run_1/wires.png
Two of the layers only.
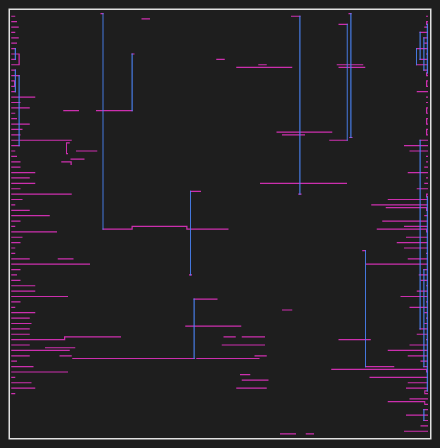
run_1/layer_met2.png
Cells faint in the background.
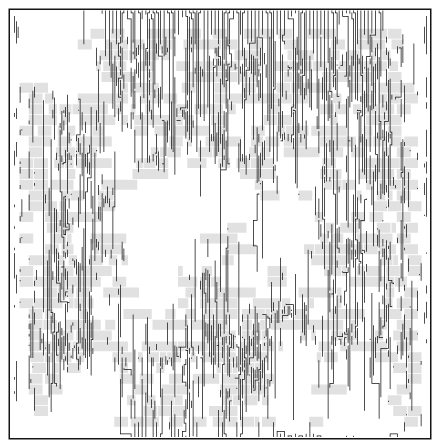
run_1/layer_met4.png
Bar = 20 um. Cells faint in the background.
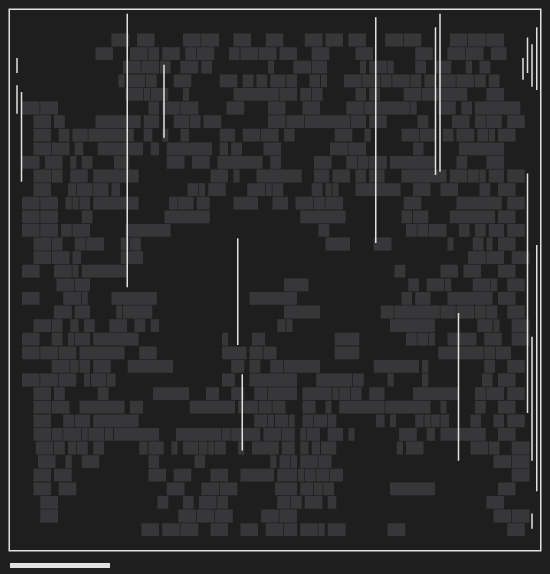
run_1/clocks.png
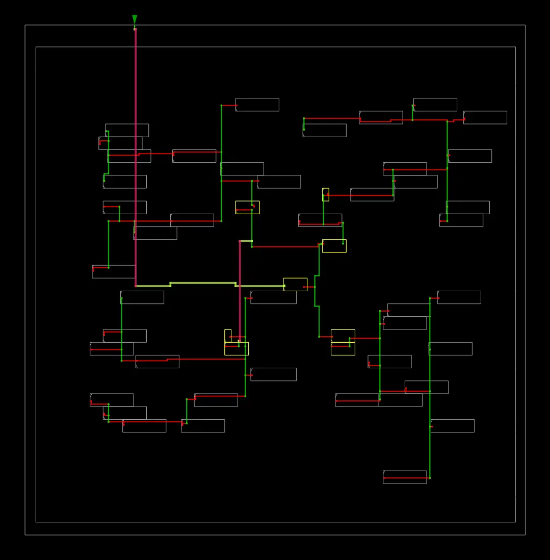
===== config.mk =====
export PLATFORM = sky130hd
export DESIGN_NAME = mem_req_arbiter
export DESIGN_NICKNAME = d
export VERILOG_FILES = /design/src/rtl/mem_arb_pkg.sv /design/src/rtl/mem_req_arbiter_rr_pick.sv /design/src/rtl/mem_req_arbiter.sv
export SDC_FILE = /design/constraint.sdc
export NUM_CORES = 1
export LEC_CHECK = 0
export ABC_CLOCK_PERIOD_IN_PS = 2530
export CAP_MARGIN = 20
export CORE_AREA = 2 2 104 106
export DETAILED_ROUTE_END_ITERATION = 8
export DIE_AREA = 0 0 106 108
export PLACE_DENSITY_LB_ADDON = 0.25
export SLEW_MARGIN = 40
export SYNTH_ARGS = -nofsm -noshare
export SYNTH_HDL_FRONTEND = slang
export SYNTH_SLANG_ARGS = --single-unit

===== constraint.sdc =====
create_clock -name clk -period 2.53 [get_ports clk]
set_input_delay 0.506 -clock clk [delete_from_list [all_inputs] [get_ports clk]]
set_output_delay 0.506 -clock clk [all_outputs]
set_load 0.01 [all_outputs]

===== src/rtl/mem_arb_pkg.sv =====
// Shared types and constants for the memory request arbiter.
// Holds the state enum, the default widths and the index-width helper.
package mem_arb_pkg;

    typedef enum logic [0:0] {
        IDLE = 1'b0,
        BUSY = 1'b1
    } arb_state_t;

    localparam int DEF_NUM_REQ        = 4;
    localparam int DEF_ADDR_W         = 4;
    localparam int DEF_DATA_W         = 32;
    localparam int DEF_TIMEOUT_CYCLES = 16;

    // Width needed to hold an index 0..n-1, never less than one bit.
    function automatic int idx_w(input int n);
        return (n > 1) ? $clog2(n) : 1;
    endfunction

endpackage


===== src/rtl/mem_req_arbiter_rr_pick.sv =====
// Combinational round-robin picker: the first request above last_grant wins,
// otherwise the lowest request wins.
module rr_pick
    import mem_arb_pkg::*;
#(
    parameter int NUM_REQ = DEF_NUM_REQ,
    parameter int IDX_W   = idx_w(NUM_REQ)
) (
    input  logic [NUM_REQ-1:0] req,
    input  logic [IDX_W-1:0]   last_grant,
    output logic [NUM_REQ-1:0] winner,
    output logic               valid
);

    logic [NUM_REQ-1:0] mask;
    logic [NUM_REQ-1:0] masked;

    function automatic logic [NUM_REQ-1:0] lowest(input logic [NUM_REQ-1:0] v);
        return v & (~v + NUM_REQ'(1));
    endfunction

    // NOTE: every always_comb output gets a default before the loop, so no path leaves it unassigned and no latch is inferred.
    always_comb begin
        mask = '0;
        for (int i = 0; i < NUM_REQ; i++) begin
            mask[i] = (i > int'(last_grant));
        end
    end

    assign masked = req & mask;
    assign winner = (masked != '0) ? lowest(masked) : lowest(req);
    assign valid  = |req;

endmodule


===== src/rtl/mem_req_arbiter.sv =====
// Round-robin arbiter sharing one valid/ready memory port between NUM_REQ requesters.
// Define MEM_ARB_TIMEOUT_EN to abort accesses that stay BUSY for TIMEOUT_CYCLES cycles.
module mem_req_arbiter
    import mem_arb_pkg::*;
#(
    parameter int NUM_REQ        = DEF_NUM_REQ,
    parameter int ADDR_W         = DEF_ADDR_W,
    parameter int DATA_W         = DEF_DATA_W,
    parameter int TIMEOUT_CYCLES = DEF_TIMEOUT_CYCLES
) (
    input  logic                      clk,
    input  logic                      reset,
    input  logic [NUM_REQ-1:0]        up_req_i,
    input  logic [NUM_REQ-1:0]        up_rnw_i,
    input  logic [NUM_REQ*ADDR_W-1:0] up_addr_i,
    input  logic [NUM_REQ*DATA_W-1:0] up_wdata_i,
    output logic [NUM_REQ-1:0]        up_ready_o,
    output logic [DATA_W-1:0]         up_rdata_o,
    output logic                      up_err_o,
    output logic                      mem_req_o,
    output logic                      mem_rnw_o,
    output logic [ADDR_W-1:0]         mem_addr_o,
    output logic [DATA_W-1:0]         mem_wdata_o,
    input  logic                      mem_ready_i,
    input  logic [DATA_W-1:0]         mem_rdata_i,
    output logic [NUM_REQ-1:0]        grant_o,
    output logic                      busy_o
);

    localparam int IDX_W = idx_w(NUM_REQ);

    arb_state_t         state;
    arb_state_t         state_nxt;
    logic [IDX_W-1:0]   last_grant;
    logic [IDX_W-1:0]   win_idx;
    logic [NUM_REQ-1:0] win_oh;
    logic               win_valid;
    logic               timeout;
    logic               done;

    rr_pick #(
        .NUM_REQ (NUM_REQ),
        .IDX_W   (IDX_W)
    ) u_pick (
        .req        (up_req_i),
        .last_grant (last_grant),
        .winner     (win_oh),
        .valid      (win_valid)
    );

    always_comb begin
        win_idx = '0;
        for (int i = 0; i < NUM_REQ; i++) begin
            if (win_oh[i]) win_idx = IDX_W'(i);
        end
    end

`ifdef MEM_ARB_TIMEOUT_EN
    localparam int CNT_W = idx_w(TIMEOUT_CYCLES + 1);

    // busy_cnt + 1 is the number of BUSY cycles including the current one.
    logic [CNT_W-1:0] busy_cnt;

    always_ff @(posedge clk or posedge reset) begin
        if (reset)               busy_cnt <= '0;
        else if (state == IDLE)  busy_cnt <= '0;
        else                     busy_cnt <= busy_cnt + CNT_W'(1);
    end

    // A memory completion in the last allowed cycle takes precedence over the abort.
    assign timeout    = (state == BUSY) && (busy_cnt == CNT_W'(TIMEOUT_CYCLES - 1)) && !mem_ready_i;
    assign up_rdata_o = timeout ? '0 : mem_rdata_i;
`else
    assign timeout    = 1'b0;
    assign up_rdata_o = mem_rdata_i;
`endif

    assign done = (state == BUSY) && (mem_ready_i || timeout);

    always_comb begin
        state_nxt = state;
        case (state)
            IDLE:    if (win_valid) state_nxt = BUSY;
            BUSY:    if (done)      state_nxt = IDLE;
            default: state_nxt = IDLE;
        endcase
    end

    // NOTE: sequential state uses non-blocking assignments so every register samples pre-edge values.
    always_ff @(posedge clk or posedge reset) begin
        if (reset) state <= IDLE;
        else       state <= state_nxt;
    end

    // Captured fields are loaded only on the grant edge, so upstream changes during BUSY are ignored.
    always_ff @(posedge clk or posedge reset) begin
        if (reset) begin
            grant_o     <= '0;
            last_grant  <= IDX_W'(NUM_REQ - 1);
            mem_rnw_o   <= 1'b0;
            mem_addr_o  <= '0;
            mem_wdata_o <= '0;
        end else if (state == IDLE && win_valid) begin
            grant_o     <= win_oh;
            last_grant  <= win_idx;
            mem_rnw_o   <= up_rnw_i[win_idx];
            mem_addr_o  <= up_addr_i[int'(win_idx)*ADDR_W +: ADDR_W];
            mem_wdata_o <= up_wdata_i[int'(win_idx)*DATA_W +: DATA_W];
        end else if (done) begin
            grant_o     <= '0;
        end
    end

    // Leaving BUSY always passes through IDLE, which gives the mandatory idle bubble.
    assign mem_req_o  = (state == BUSY);
    assign busy_o     = (state == BUSY);
    assign up_ready_o = grant_o & {NUM_REQ{done}};
    assign up_err_o   = timeout;

endmodule

==> results_dict.tcl, run 1 <==
# implementation run metrics
set metrics [dict create \
    place_congestion 0.8382 \
    ys.warnings.count 0 \
    drt_iter0_drc 229 \
    vias 3643 \
    r2r_cells 6 \
    grt_pass1_wl_mm 19.38 \
    ys_area_mm2 0.003034 \
    fmax_mhz 435.3 \
    cts_tree "done" \
    lay_top_count "clkdlybuf4s50_1" \
    crit_arrival_ns 1.79 \
    path_class "in2out" \
    fin_setup_tns_ns 0 \
    placementRows 37 \
    design_area_mm2 0.005131 \
    hp-class "in2async" \
    cp_max_fo 6 \
    status "finished, final reports clean" \
    fin_crit_ns 2.297 \
    grt_pass1_vias 3752 \
    ir_drop_uv 523.1 \
    hpwl_mm 9.165 \
    diodes 0 \
    slew_violations 0 \
    vias_per_cell 5.562 \
    layout.nets 705 \
    ys_ff 44 \
    power_density_mw_per_mm2 1032 \
    tightestPinTransition_ns 0.4999 \
    coreArea_mm2 0.01023 \
    final_cell_mix "201 x clkdlybuf4s50_1, 93 x o22ai_1, 42 x dfrtp_1" \
]
About wires.png:
Blue marks metal 4, wire length 420 um. Magenta marks metal 3, wire length 869 um.

About layer_met2.png:
The longest straight run is 53.4 um. The layer holds 50% of the routed length. The layer carries 6270 um of wire.

About layer_met4.png:
The wires run mostly vertical. The longest straight run is 54.4 um.

About clocks.png:
clock buffer count: 8
clk_skew: 0.004575 ns
Flop Count: 44
number of CTS-inserted buffers: 5
Clk Latency, worst-skew pair: 0.29 ns

-- run 1: metrics by stage --
step	total power, mW	worst slack [ns]	instances
after floorplan	3.297	0.6398	355
after global placement	4.762	-0.01618	647
after detailed placement	4.845	-0.1017	647
after CTS	5.330	0.2215	655
after global routing	5.691	0.1662	655
final	5.297	0.2328	655
-- run 1: synthesized netlist by cell type (all sizes together), types with 2 or more instances --
cell type  instances  area share (%)
o2111ai            2            0.58
nor3b              3            0.74
and3               4            0.82
clkbuf            13             1.6
o21ai             25             4.1
o32ai             19             6.0
dfrtp             42              35
a21oi              2            0.33
nand2             12             1.6
dfstp              2             1.7
o221ai            18             5.2
o22ai             93              19
nand3              4            0.66
nor2b              2            0.41
nor2              41             5.2
buf               56              13
inv                3            0.37
-- run 1: worst max-delay path, cell delays in order --
cell             delay, ns
clkdlybuf4s50_1       0.57
and3_1                0.19
clkdlybuf4s50_1       0.53
-- run 1: flip-flops by register name, summed over array words and instances (netlist names) --
| signal | cells |
|---|---|
| last_grant | 2 |
| busy_o | 1 |
| mem_addr_o | 4 |
| mem_wdata_o | 32 |
| mem_rnw_o | 1 |
| grant_o | 4 |
-- run 1: logic make-up (layout without fill, tap and decap cells) --
logic type      after synthesis  after routing  synth area share, %
mux                           1              1               0.3711
compound gates              169            169                38.80
flops                        44             44                36.37
simple gates                 68             68                9.815
buf+inv                      72            236                14.52
other cells                   1              1               0.1236
-- run 1: worst max path at each step --
stage	startpoint	to	slack (ns)	cells past startpoint
6_report	mem_ready_i	up_ready_o[3]	0.23	3
5_1_grt	up_req_i[3]	mem_wdata_o[24]	0.17	8
4_1_cts	up_req_i[3]	mem_wdata_o[9]	0.22	6
3_5_place_dp	up_req_i[3]	mem_wdata_o[15]	-0.10	6
3_3_place_gp	up_req_i[3]	mem_wdata_o[23]	-0.02	6
2_1_floorplan	up_req_i[1]	mem_rnw_o	0.64	7
-- run 1: power by group --
group	internal [mW]	leakage, nW	switching, mW
sequential	1.08	0.496	0.336
clock	0.223	0.0455	0.239
combinational	1.73	1.36	1.69
total	3.03	1.90	2.26
-- run 1: layout make-up --
class,instances,area (um2),area share [%]
inverter,3,11.26,0.2195
clock buffer,8,90.09,1.756
timing repair buffer,225,2242,43.70
multi-input combinational,239,1514,29.50
sequential,44,1104,21.51
tap,136,170.2,3.316
-- run 1: metal layers --
metal	share of wire, %	GRT usage [%]	up-vias
li1	-	-	1698
met1	40	25.34	1708
met2	50	36.27	199
met3	6.9	3.978	38
met4	3.3	10.15	0
met5	0	0	-
==> run 2: changes to the inputs <==
--- a/config.mk
+++ b/config.mk
@@ -5,7 +5,7 @@
 export SDC_FILE = /design/constraint.sdc
 export NUM_CORES = 1
 export LEC_CHECK = 0
-export ABC_CLOCK_PERIOD_IN_PS = 2530
+export ABC_CLOCK_PERIOD_IN_PS = 2500
 export CAP_MARGIN = 20
 export CORE_AREA = 2 2 104 106
 export DETAILED_ROUTE_END_ITERATION = 8
==> constraint.sdc (replaced) <==
create_clock -name clk -period 2.5 [get_ports clk]
set_input_delay 0.5 -clock clk [delete_from_list [all_inputs] [get_ports clk]]
set_output_delay 0.5 -clock clk [all_outputs]
set_load 0.01 [all_outputs]
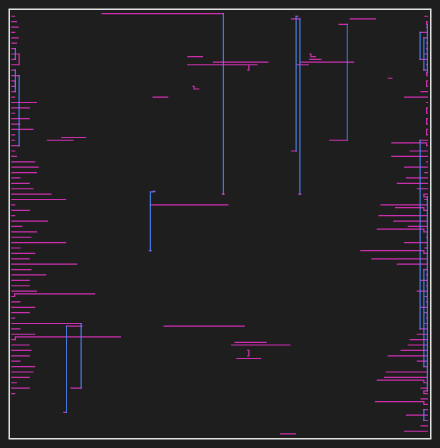
run_2/wires.png
Two of the layers only.
Blue marks metal 4, wire length 384 um. Magenta marks metal 3, wire length 826 um.

==> run 2 against run 1 <==
Against the previous run: synthesized cell count stayed put; clock power is 18% higher; design area is 1.3% higher.
==> results_dict.tcl, run 2 <==
# implementation run metrics
set metrics [dict create \
    status "finished, final reports clean" \
    fp_util_pct 29.66 \
    hp-class "reg2reg" \
    tightestPinTransition_ns 0.5881 \
    top_cell_area_share_pct 34.64 \
    ys.warnings.count 0 \
    hpwl_mm 9.185 \
    power_density_mw_per_mm2 1062 \
    fmax_mhz 441.9 \
    edf_count 0 \
    placementRows 37 \
    top_usage_layer "met2" \
    grt_pass1_wl_mm 19.07 \
    slew_violations 0 \
    vias_per_cell 5.640 \
    ys_ff 44 \
    power.total_mw 5.519 \
    hold_end "grant_o[0]" \
    r2r_cells 6 \
    cp-start-kind "input port" \
    use_met2_pct 38.80 \
    cts-root-buf "clkbuf_8" \
    top_cells_by_area "dfrtp_1 35%, o22ai_1 19%, buf_4 9.6%" \
    top_register "mem_wdata_o" \
    rsz0062_at_grt "false" \
    ys_area_mm2 0.003034 \
    diodes 0 \
    cts_made_buffers 5 \
    clock_latency_ns 0.30 \
    coreArea_mm2 0.01023 \
    place_congestion 0.8893 \
    cp_max_fo 6 \
    finalClockSkew_ns 0.01148 \
    vias 3694 \
    layout.nets 705 \
    most_common_cell "o22ai_1" \
    largest_reg_flops 32 \
    grt_pass1_vias 3673 \
    path_class "in2out" \
    cts_tree "done" \
    reg_top3 "mem_wdata_o (32), grant_o (4), mem_addr_o (4)" \
    yosys-top-cells-count "93 x o22ai_1, 42 x dfrtp_1, 40 x nor2_1" \
    lay_top_count "clkdlybuf4s50_1" \
    fin_crit_ns 2.263 \
    crit_arrival_ns 1.76 \
    fin_ws_ns 0.2370 \
    synth.largest_area_cell "dfrtp_1" \
]
## run 2: cell counts after synthesis
No cell type changed its count.
## run 2: per-stage QoR
stage	TNS (ns)	hold WS (ns)	util, %	instances
after floorplan	0	0.5458	-	355
after global placement	-2.042	0.5129	49.71	647
after detailed placement	-3.832	0.5349	49.71	647
after CTS	0	0.5568	50.76	655
after global routing	0	0.5925	50.81	655
final	0	0.5438	50.81	655
## run 2: cell families (layout without fill, tap and decap cells)
group / count (synthesis) / after routing / synth area share, %
compound gates: 169 / 169 / 38.80
buf+inv: 72 / 236 / 14.52
simple gates: 68 / 68 / 9.815
flops: 44 / 44 / 36.37
other cells: 1 / 1 / 0.1236
mux: 1 / 1 / 0.3711
## run 2: how the worst max path moves through the flow
| stage | start | endpoint | depth (start not counted) |
|---|---|---|---|
| after floorplan | up_req_i[1] | mem_rnw_o | 7 |
| after global placement | up_req_i[3] | mem_wdata_o[19] | 6 |
| after detailed placement | up_req_i[3] | mem_wdata_o[31] | 6 |
| after CTS | up_req_i[3] | mem_wdata_o[17] | 6 |
| after global routing | mem_ready_i | up_ready_o[3] | 3 |
| final | mem_ready_i | up_ready_o[3] | 3 |
## run 2: critical path, stage by stage
cell and delay (ns):
clkdlybuf4s50_1 0.55, and3_1 0.18, clkdlybuf4s50_1 0.53
## run 2: final cells by class
| type | count | area [um2] | area share [%] |
|---|---|---|---|
| clock inverter | 2 | 35.03 | 0.6739 |
| multi-input combinational | 239 | 1514 | 29.12 |
| sequential | 44 | 1104 | 21.23 |
| clock buffer | 6 | 72.57 | 1.396 |
| tap | 136 | 170.2 | 3.273 |
| timing repair buffer | 225 | 2292 | 44.09 |
| inverter | 3 | 11.26 | 0.2166 |
## run 2: where the power goes
part / switching (mW) / internal [mW]
Combinational: 1.72 / 1.82
Clock: 0.248 / 0.297
Sequential: 0.342 / 1.09
## run 2: layer usage
metal / vias up / wire length, um
li1: 1694 / -
met1: 1795 / 4774
met2: 170 / 6627
met3: 35 / 825
met4: 0 / 383
met5: - / 0
Power and IR drop assume default switching activity.
